## src/rtl/rtu_seq_pkg.sv

```systemverilog
// rtu_seq_pkg: shared sizing, state encoding and program-entry layout for the rtu2 sequencer
//   Entry layout: {ab[1:0], exp[2:0]} = {a,b,p,m,n}, AB_MSB=4, EXP_MSB=2.
package rtu_seq_pkg;
  localparam int SEQ_DEPTH = 8;
  localparam int SEQ_AW = 3;
  localparam int ENT_W = 5;
  localparam int AB_MSB = 4;
  localparam int EXP_MSB = 2;
  typedef enum logic [1:0] {S_IDLE, S_RST, S_RUN, S_DONE} seq_state_t;
  function automatic logic [ENT_W-1:0] mk_entry(input logic [1:0] ab, input logic [2:0] ex);
    return {ab, ex};
  endfunction
endpackage

```

## src/rtl/rtu_seq_mem.sv

```systemverilog
// rtu_seq_mem: DEPTH x ENT_W program register file, synchronous write, asynchronous read
//   clk      clock, rising edge
//   i_we     write strobe
//   i_waddr  write address
//   i_wdata  entry to store
//   i_raddr  read address
//   o_rdata  entry at i_raddr (combinational)
module rtu_seq_mem import rtu_seq_pkg::*; #(
  parameter int DEPTH = SEQ_DEPTH,
  parameter int AW = SEQ_AW
) (
  input  logic             clk,
  input  logic             i_we,
  input  logic [AW-1:0]    i_waddr,
  input  logic [ENT_W-1:0] i_wdata,
  input  logic [AW-1:0]    i_raddr,
  output logic [ENT_W-1:0] o_rdata
);
  logic [ENT_W-1:0] r_mem [DEPTH];
  always_ff @(posedge clk)
    if (i_we) r_mem[i_waddr] <= i_wdata;
  assign o_rdata = r_mem[i_raddr];
endmodule

```

## src/rtl/rtu_seq_ctrl.sv

```systemverilog
// rtu_seq_ctrl: plays a stored {a,b} program into the rtu2 FSM and checks its {p,m,n} responses
//   Program port : prog_we, prog_addr, prog_ab, prog_exp (ignored while busy)
//   Run control  : len, start in; busy, done out
//   Results      : pass, err_idx, err_cnt (held until the next accepted start)
//   FSM side     : fsm_rst_b, fsm_a, fsm_b out; fsm_p, fsm_m, fsm_n in
//   Option macro : RTU_SEQ_STOP_ON_ERR_EN ends the run at the first mismatch
module rtu_seq_ctrl import rtu_seq_pkg::*; #(
  parameter int DEPTH = SEQ_DEPTH,
  parameter int AW = SEQ_AW
) (
  input  logic          clk,
  input  logic          rst_b,
  input  logic          prog_we,
  input  logic [AW-1:0] prog_addr,
  input  logic [1:0]    prog_ab,
  input  logic [2:0]    prog_exp,
  input  logic [AW:0]   len,
  input  logic          start,
  output logic          busy,
  output logic          done,
  output logic          pass,
  output logic [AW-1:0] err_idx,
  output logic [AW:0]   err_cnt,
  output logic          fsm_rst_b,
  output logic          fsm_a,
  output logic          fsm_b,
  input  logic          fsm_p,
  input  logic          fsm_m,
  input  logic          fsm_n
);
`ifdef RTU_SEQ_STOP_ON_ERR_EN
  localparam bit STOP_ON_ERR = 1'b1;
`else
  localparam bit STOP_ON_ERR = 1'b0;
`endif
  localparam logic [AW:0] LEN_MAX = (AW+1)'(DEPTH);
  seq_state_t r_state;
  logic [AW-1:0] r_k, r_lst, r_err_idx, w_raddr;
  logic [AW:0] r_err_cnt, w_len_c;
  logic [2:0] r_exp;
  logic r_busy, r_done, r_pass, r_fsm_rst_b, r_a, r_b;
  logic [ENT_W-1:0] w_rd;
  logic w_mis, w_end;
  assign w_len_c = (len > LEN_MAX) ? LEN_MAX : len;
  // RST fetches entry 0; each RUN cycle prefetches the entry to drive next
  assign w_raddr = (r_state == S_RUN) ? r_k + AW'(1) : '0;
  // the FSM is Mealy, so its response to the driven symbol is valid this cycle
  assign w_mis = {fsm_p, fsm_m, fsm_n} != r_exp;
  assign w_end = (r_k == r_lst) || (STOP_ON_ERR && w_mis);
  rtu_seq_mem #(.DEPTH(DEPTH), .AW(AW)) u_mem (
    .clk    (clk),
    .i_we   (prog_we && !r_busy),
    .i_waddr(prog_addr),
    .i_wdata(mk_entry(prog_ab, prog_exp)),
    .i_raddr(w_raddr),
    .o_rdata(w_rd)
  );
  always_ff @(posedge clk or negedge rst_b) begin
    if (!rst_b) begin
      r_state <= S_IDLE;
      r_busy <= 1'b0;
      r_done <= 1'b0;
      r_pass <= 1'b0;
      r_err_idx <= '0;
      r_err_cnt <= '0;
      r_fsm_rst_b <= 1'b0;
      r_a <= 1'b0;
      r_b <= 1'b0;
      r_k <= '0;
      r_lst <= '0;
      r_exp <= '0;
    end else begin
      r_done <= 1'b0;
      case (r_state)
        S_IDLE: begin
          r_fsm_rst_b <= 1'b1;
          if (start) begin
            r_busy <= 1'b1;
            r_pass <= 1'b0;
            if (w_len_c == '0) begin
              r_err_cnt <= '0;
              r_err_idx <= '0;
              r_state <= S_DONE;
            end else begin
              r_lst <= AW'(w_len_c - (AW+1)'(1));
              r_fsm_rst_b <= 1'b0;
              r_state <= S_RST;
            end
          end
        end
        S_RST: begin
          r_fsm_rst_b <= 1'b1;
          r_err_cnt <= '0;
          r_err_idx <= '0;
          r_k <= '0;
          {r_a, r_b} <= w_rd[AB_MSB:EXP_MSB+1];
          r_exp <= w_rd[EXP_MSB:0];
          r_state <= S_RUN;
        end
        S_RUN: begin
          if (w_mis) begin
            r_err_cnt <= (r_err_cnt == LEN_MAX) ? r_err_cnt : r_err_cnt + (AW+1)'(1);
            if (r_err_cnt == '0) r_err_idx <= r_k;
          end
          if (w_end) begin
            {r_a, r_b} <= 2'b00;
            r_state <= S_DONE;
          end else begin
            r_k <= r_k + AW'(1);
            {r_a, r_b} <= w_rd[AB_MSB:EXP_MSB+1];
            r_exp <= w_rd[EXP_MSB:0];
          end
        end
        S_DONE: begin
          r_done <= 1'b1;
          r_busy <= 1'b0;
          r_pass <= (r_err_cnt == '0);
          {r_a, r_b} <= 2'b00;
          r_state <= S_IDLE;
        end
        default: r_state <= S_IDLE;
      endcase
    end
  end
  assign busy = r_busy;
  assign done = r_done;
  assign pass = r_pass;
  assign err_idx = r_err_idx;
  assign err_cnt = r_err_cnt;
  assign fsm_rst_b = r_fsm_rst_b;
  assign fsm_a = r_a;
  assign fsm_b = r_b;
endmodule
```

## config.mk

```make
export PLATFORM = sky130hd
export DESIGN_NAME = rtu_seq_ctrl
export DESIGN_NICKNAME = d
export VERILOG_FILES = /design/src/rtl/rtu_seq_pkg.sv /design/src/rtl/rtu_seq_mem.sv /design/src/rtl/rtu_seq_ctrl.sv
export SDC_FILE = /design/constraint.sdc
export NUM_CORES = 1
export LEC_CHECK = 0
export CORE_UTILIZATION = 45
export DETAILED_ROUTE_END_ITERATION = 8
export PLACE_DENSITY = 0.76
export SYNTH_ARGS = -nofsm -noshare
export SYNTH_HDL_FRONTEND = slang
export SYNTH_SLANG_ARGS = --single-unit
```

## constraint.sdc

```tcl
create_clock -name clk -period 4.6 [get_ports clk]
set_input_delay 1.38 -clock clk [delete_from_list [all_inputs] [get_ports clk]]
set_output_delay 1.38 -clock clk [all_outputs]
set_load 0.01 [all_outputs]
```

**Cell outlines without signal wires**

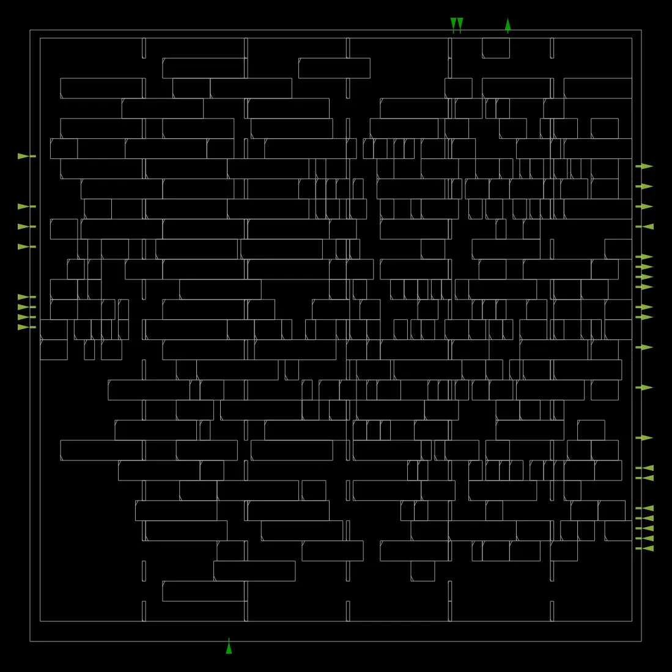
sequential cell count: 64
utilization after layout: 55.5%
# fillers: 525
tap cell instance count: 77

**Sizing map**

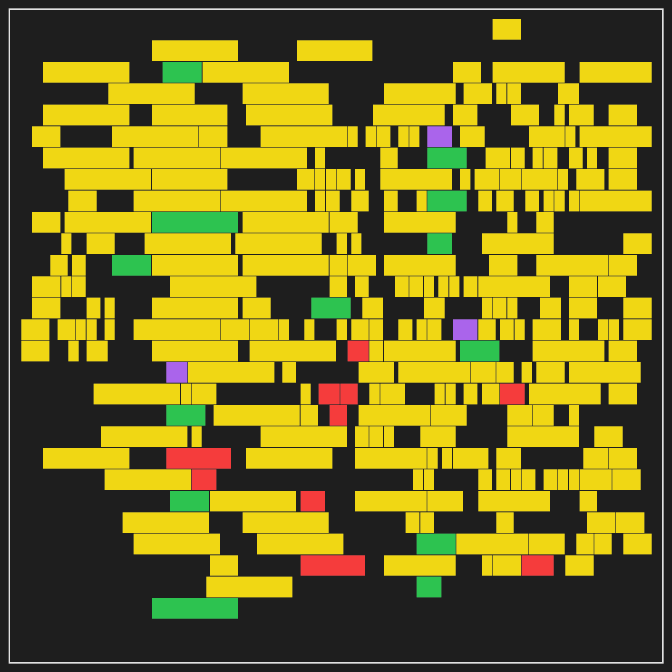
| size | colour | cells |
|---|---|---|
| x1 and smaller | yellow | 248 |
| x6 and larger | green | 13 |
| x3 and x4 | purple | 3 |
| x2 | red | 10 |

==> impl_metrics.toml <==
# implementation run metrics
[setup_path]
path_cells = "clkdlybuf4s50_1, nand2b_1, ha_1, nand4bb_1, a21oi_1, a21boi_0, mux2i_1"
timing.critical_path.required_ns = 4.86
worst-r2r-cell-count = 7
r2r_start = "r_state[0]"
crit_arrival_ns = 3.42

[detailed_routing]
top_layer_used = "met4"

[synth]
most_common_cell = "sky130_fd_sc_hd__edfxtp_1"
synth_chip_area_mm2 = 0.00293
fp_nets = 261
yosysTopAreaCellShare_pct = 41.0
synth.yosys.seq_area_share_pct = 61.5
synth_area_mm2 = 0.00293

[floorplan]
fp-utilization_pct = 46.4
die_w_um = 82.7

[cells_and_area]
nClkBuffers = 9
layout.nets = 296
seq-cell-share_pct = 51.4
layout.area.comb_mm2 = 0.00103
final_cells = 351

[grt]
grt.overflow.total = 0
wire_length_of_the_first_global_routing_pass_um = 8630
grt_util_met3_pct = 4.18

[power_and_ir_drop]
clock_power_share_pct = 25.8
irDropWorstVdd_mv = 0.310
p_per_area_mw_per_mm2 = 597
p_sw_share_pct = 35.0

[clocking]
clock_sink_count = 64
clk_latency_ns = 0.34
cts.reportedPaths.clkPinSlew_ns = 0.07

[hold_path]
holdCritPathClass = "reg2reg"

[outcome]
outcome = "completed"

[timing]
slew-limit-headroom_pct = 27.9
finalHoldWorstSlack_ns = 0.503
setup_viol_count_final = 0

[place]
hpwlAfterDp_um = 3870
**Wire density map**

The die is cut into 17 by 17 equal tiles; dark blue is low, red is high, scaled to the fullest tile. Values are wire area over tile area, all layers added.
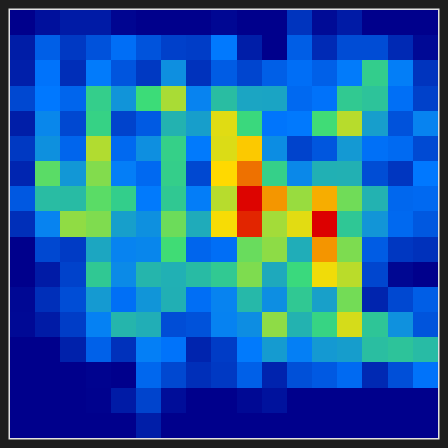
densest ninth of the die: middle
tiles over half the peak: 13%
nearly empty tiles: 19%
fullest tile: 0.51
emptiest ninth of the die: bottom left
Post-Route WL: 5550 um
post-detailed-route wirelength per cell: 15.8 um
GRT Total Usage: 18.2%
Via Count: 1881

**Where the registers sit**

The bar under the picture is 20 um long.
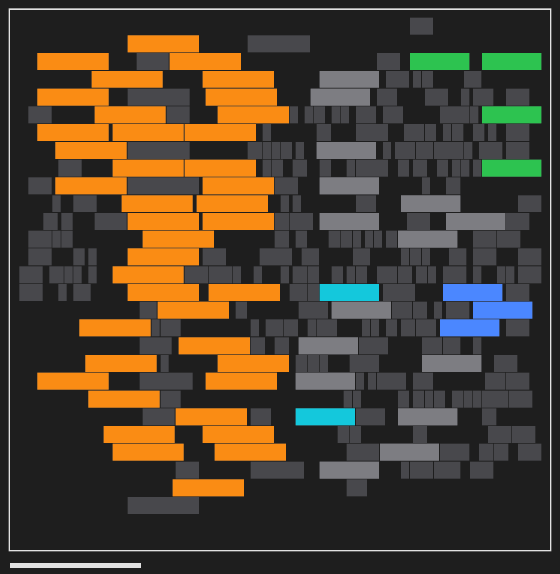
| netlist name | colour | sequential cells |
|---|---|---|
| r_state | cyan | 2 |
| u_mem.r_mem | orange | 40 |
| err_cnt | green | 4 |
| err_idx | blue | 3 |
not coloured: 15

registers in the layout, indices dropped and copies added, names as in the netlist:
register	cells
done	1
u_mem.r_mem	40
fsm_rst_b	1
r_state	2
fsm_a	1
r_lst	3
fsm_b	1
pass	1
err_cnt	4
busy	1
err_idx	3
r_exp	3
r_k	3
cell families after synthesis:
group	share of synthesized area [%]
adders and majority gates	3.42
AOI/OAI and AO/OA	8.37
DFF	61.5
and+or+nand+nor	13.3
muxes	7.69
buffers and inverters	3.33
xor gates and xnor gates	2.39
